**config.mk**
```make
export PLATFORM = sky130hd
export DESIGN_NAME = fm_modulator_ramped
export DESIGN_NICKNAME = d
export VERILOG_FILES = /design/src/rtl/fm_modulator_ramped.sv
export SDC_FILE = /design/constraint.sdc
export NUM_CORES = 1
export LEC_CHECK = 0
export ABC_AREA = 1
export ABC_CLOCK_PERIOD_IN_PS = 3500
export CORE_ASPECT_RATIO = 1.75
export CORE_MARGIN = 1.5
export CORE_UTILIZATION = 45
export DETAILED_ROUTE_END_ITERATION = 10
export PLACE_DENSITY_LB_ADDON = 0.2
export SYNTH_ARGS = -nofsm -noshare
export SYNTH_HDL_FRONTEND = slang
export SYNTH_SLANG_ARGS = --single-unit
```
**constraint.sdc**
```tcl
create_clock -name clk -period 3.5 [get_ports clk]
set_clock_uncertainty 0.05 [all_clocks]
set_input_delay 0.875 -clock clk [delete_from_list [all_inputs] [get_ports clk]]
set_output_delay 0.875 -clock clk [all_outputs]
set_load 0.1 [all_outputs]
```
**src/rtl/fm_modulator_ramped.sv**
```systemverilog
`default_nettype none
// ============================================================================
// Module      : fm_modulator_ramped
// Description : Phase-accumulator FM modulator with a piecewise-linear sine,
//               a 2-stage output pipeline and a click-free carrier amplitude
//               ramp. Optional LFSR phase dither when FM_DITHER_EN is defined.
// Revision    : 1.0 - initial release
// ============================================================================
module fm_modulator_ramped #(
  parameter int A        = 8,
  parameter int N        = 18,
  parameter int D        = 5,
  parameter int S        = 3,
  parameter int AMPW     = 4,
  parameter int RAMP_LOG = 2
) (
  input  logic         clk,
  input  logic         rst_n,
  input  logic [A-1:0] audio,
  input  logic         audio_valid,
  input  logic [N-1:0] acc_inc,
  input  logic         tune_we,
  input  logic [S-1:0] dev_shift,
  input  logic         tx_en,
  output logic [D-1:0] rf,
  output logic [1:0]   state
);

  localparam int R  = D - 1;
  localparam int PW = (RAMP_LOG > 0) ? RAMP_LOG : 1;
  localparam logic [AMPW:0] c_amp_full     = {1'b1, {AMPW{1'b0}}};
  localparam logic [D-1:0]  c_mid          = {1'b1, {(D-1){1'b0}}};
  localparam logic [R-1:0]  c_quarter      = R'(1 << (R - 2));
  localparam logic [PW-1:0] c_presc_term   = PW'((1 << RAMP_LOG) - 1);

  typedef enum logic [1:0] {
    IDLE      = 2'd0,
    RAMP_UP   = 2'd1,
    ON        = 2'd2,
    RAMP_DOWN = 2'd3
  } state_t;

  state_t             r_state;
  logic signed [A-1:0] r_audio;
  logic [N-1:0]       r_inc;
  logic [N-1:0]       r_phase;
  logic [AMPW:0]      r_amp;
  logic [PW-1:0]      r_presc;
  logic [R-1:0]       r_mag;
  logic               r_neg;
  logic [D-1:0]       r_rf;

  logic [N-1:0]       w_mod_inc;
  logic [N-1:0]       w_step;
  logic [1:0]         w_q;
  logic [R-1:0]       w_p;
  logic [R-1:0]       w_f;
  logic [1:0]         w_seg;
  logic [R-1:0]       w_mag;
  logic [R+AMPW:0]    w_prod;
  logic [R-1:0]       w_ms;
  logic [D-1:0]       w_rf;

  assign w_mod_inc = N'(r_audio) << dev_shift;

`ifdef FM_DITHER_EN
  logic [15:0] r_lfsr;

  always_ff @(posedge clk or negedge rst_n) begin
    if (!rst_n) r_lfsr <= 16'hACE1;
    else        r_lfsr <= {r_lfsr[14:0], r_lfsr[15] ^ r_lfsr[13] ^ r_lfsr[12] ^ r_lfsr[10]};
  end

  assign w_step = r_inc + w_mod_inc + N'(r_lfsr[3:0]);
`else
  assign w_step = r_inc + w_mod_inc;
`endif

  // Quadrant fold: odd quadrants mirror the phase, the upper half negates.
  assign w_q   = r_phase[N-1:N-2];
  assign w_p   = r_phase[N-3 -: R];
  assign w_f   = w_q[0] ? ~w_p : w_p;
  assign w_seg = w_f[R-1:R-2];

  always_comb begin
    w_mag = '1;
    case (w_seg)
      2'd0:    w_mag = {w_f[R-2:0], 1'b0};
      2'd3:    w_mag = '1;
      default: w_mag = c_quarter + w_f;
    endcase
  end

  assign w_prod = (R+AMPW+1)'(r_mag) * (R+AMPW+1)'(r_amp);
  assign w_ms   = R'(w_prod >> AMPW);
  assign w_rf   = r_neg ? (c_mid - D'(w_ms)) : (c_mid + D'(w_ms));

  always_ff @(posedge clk or negedge rst_n) begin
    if (!rst_n) begin
      r_audio <= '0;
      r_inc   <= '0;
      r_phase <= '0;
      r_mag   <= '0;
      r_neg   <= 1'b0;
      r_rf    <= c_mid;
    end else begin
      if (audio_valid) r_audio <= audio;
      if (tune_we)     r_inc   <= acc_inc;
      r_phase <= (r_state == IDLE) ? '0 : (r_phase + w_step);
      r_mag   <= w_mag;
      r_neg   <= w_q[1];
      r_rf    <= w_rf;
    end
  end

  // Direction changes keep the current amplitude so keying never clicks.
  always_ff @(posedge clk or negedge rst_n) begin
    if (!rst_n) begin
      r_state <= IDLE;
      r_amp   <= '0;
      r_presc <= '0;
    end else begin
      case (r_state)
        IDLE: begin
          r_presc <= '0;
          if (tx_en) r_state <= RAMP_UP;
        end
        RAMP_UP: begin
          if (!tx_en) begin
            r_state <= RAMP_DOWN;
            r_presc <= '0;
          end else if (r_amp == c_amp_full) begin
            r_state <= ON;
            r_presc <= '0;
          end else if (r_presc == c_presc_term) begin
            r_presc <= '0;
            r_amp   <= r_amp + 1'b1;
            if (r_amp == c_amp_full - 1'b1) r_state <= ON;
          end else begin
            r_presc <= r_presc + 1'b1;
          end
        end
        ON: begin
          r_amp   <= c_amp_full;
          r_presc <= '0;
          if (!tx_en) r_state <= RAMP_DOWN;
        end
        RAMP_DOWN: begin
          if (tx_en) begin
            r_state <= RAMP_UP;
            r_presc <= '0;
          end else if (r_amp == '0) begin
            r_state <= IDLE;
            r_presc <= '0;
          end else if (r_presc == c_presc_term) begin
            r_presc <= '0;
            r_amp   <= r_amp - 1'b1;
            if (r_amp == (AMPW+1)'(1)) r_state <= IDLE;
          end else begin
            r_presc <= r_presc + 1'b1;
          end
        end
        default: r_state <= IDLE;
      endcase
    end
  end

  assign rf    = r_rf;
  assign state = r_state;

endmodule
`default_nettype wire

```
==> flow_summary.toml <==
# generated from flow reports
[outcome]
status = "completed"

[setup_path]
r2r_end = "rf[2]"
cp-start-kind = "input port"
worstReg2RegStart = "r_amp[1]"
path_delay_family = "buffers and inverters"
cp.arrival_ps = 3560
reg2reg_slack_ps = 290
endpoint = "r_phase[10]"

[floorplan]
taps = 125
floorplanUtilization = 0.465
rows = 48

[synthesis]
common_cells = "nand2_1 (122), inv_1 (74), dfrtp_1 (62), o21ai_0 (56), ha_1 (40)"
logic_family = "adder cells"
ys_sh_mux = 0.0502
postSynth.asyncResetShare = 1.00
yosysMostFrequentCell = "nand2_1"
synth_cells = 555
synthAdderAreaFrac = 0.207
yosys_area_sq_um = 4630
ff_type = "dfrtp_1"

[timing]
finalSetupViolCount = 0
finalMaxSlewViolations = 0
finalCriticalPeriod_ps = 3390
worst-slew-pin-transition_ps = 727

[power_and_ir_drop]
finalPower_mw = 6.22
combPwrFrac = 0.651
max-vdd-ir-drop_uv = 649
seqPwrFrac = 0.194
p_leak_nw = 2.91

[finish]
final_common_cell = "nand2_1"
nonClkBufAreaFrac = 0.111
comb_cells = 406
nets = 729
seq_area_frac = 0.270
flop_area_sq_um = 1580

[grt]
first_global_vias = 4036
grtUsageMet1 = 0.219
overflow = 0

[detailed_routing]
ant_nets = 0
wl_met3_um = 279

[clock_tree]
cts_tree = "yes"
postCtsResizedCells = 12

[place]
pre_cts_slack_ps = -746

[run]
cap_violations = 0
Figure 1. Clock distribution.
The bar under the picture is 20 um long.
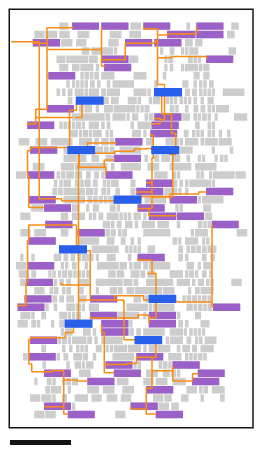
Purple stands for flip-flops, count 63. Blue stands for clock-net drivers, count 9. Orange stands for clock wires, length 1050 um.
There are 10 routed clock nets.
clk_lat worst skew: 340 ps
clock network power: 0.960 mW
Clock power frac: 0.155

Figure 2. Clock routing.
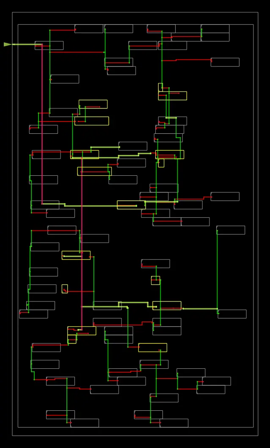
CTS sink cnt: 63
Clock Buffer Count: 10
final sequential cell count: 63
CTS buffer count: 9

Figure 3. Wiring heat map.
The bar under the picture is 20 um long. 16 x 27 tiles, from white (low) to dark blue (high), scaled to the fullest tile. Values are wire area over tile area, all layers added.
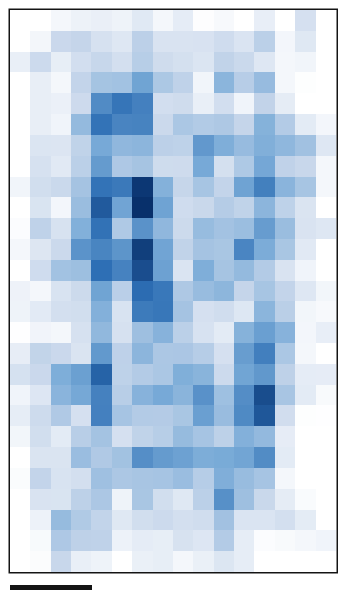
The densest ninth of the die: centre. The mean over all tiles is 0.15. The fullest tile reaches 0.57. 11% of the tiles are nearly empty. 15% of the tiles are over half the peak.
total number of vias: 3932
final wirelength: 10900 um
Routed WL per cell: 14.3 um
GRT Util Overall: 0.214

Figure 4. Signal wires on met3.
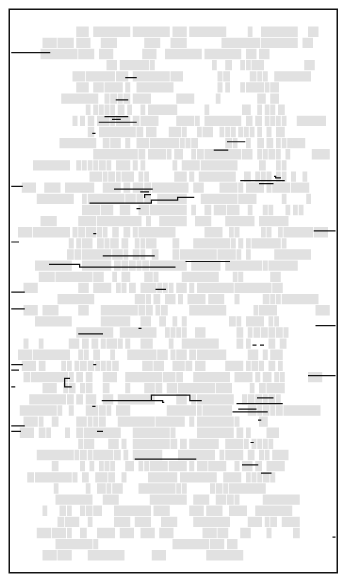
The layer carries 280 um of wire. The wires run mostly horizontal. 41 nets have wire on it. The layer holds 2.6% of the routed length. The longest straight run is 23.2 um.
met3 usage: 0.0384

Figure 5. Zoomed window.
Region (20, 49) to (60, 89) um. Cells in grey, sequential cells in the stronger grey; small squares are vias.
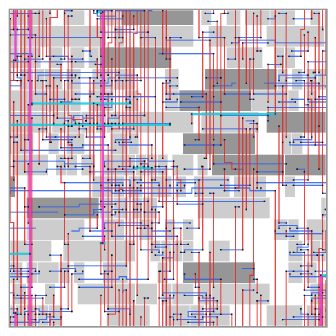
Blue stands for M1. Red stands for M2. Cyan stands for M3. Magenta stands for M4.
Netlist names of flops here include r_phase (5), r_amp (2), r_inc (2). Sequential cells in the window: 10. 137 logic cells have their middle in the window. Most frequent: nand2_1 (30), inv_1 (15), buf_4 (13).

Power is estimated from default activity; no workload was simulated.
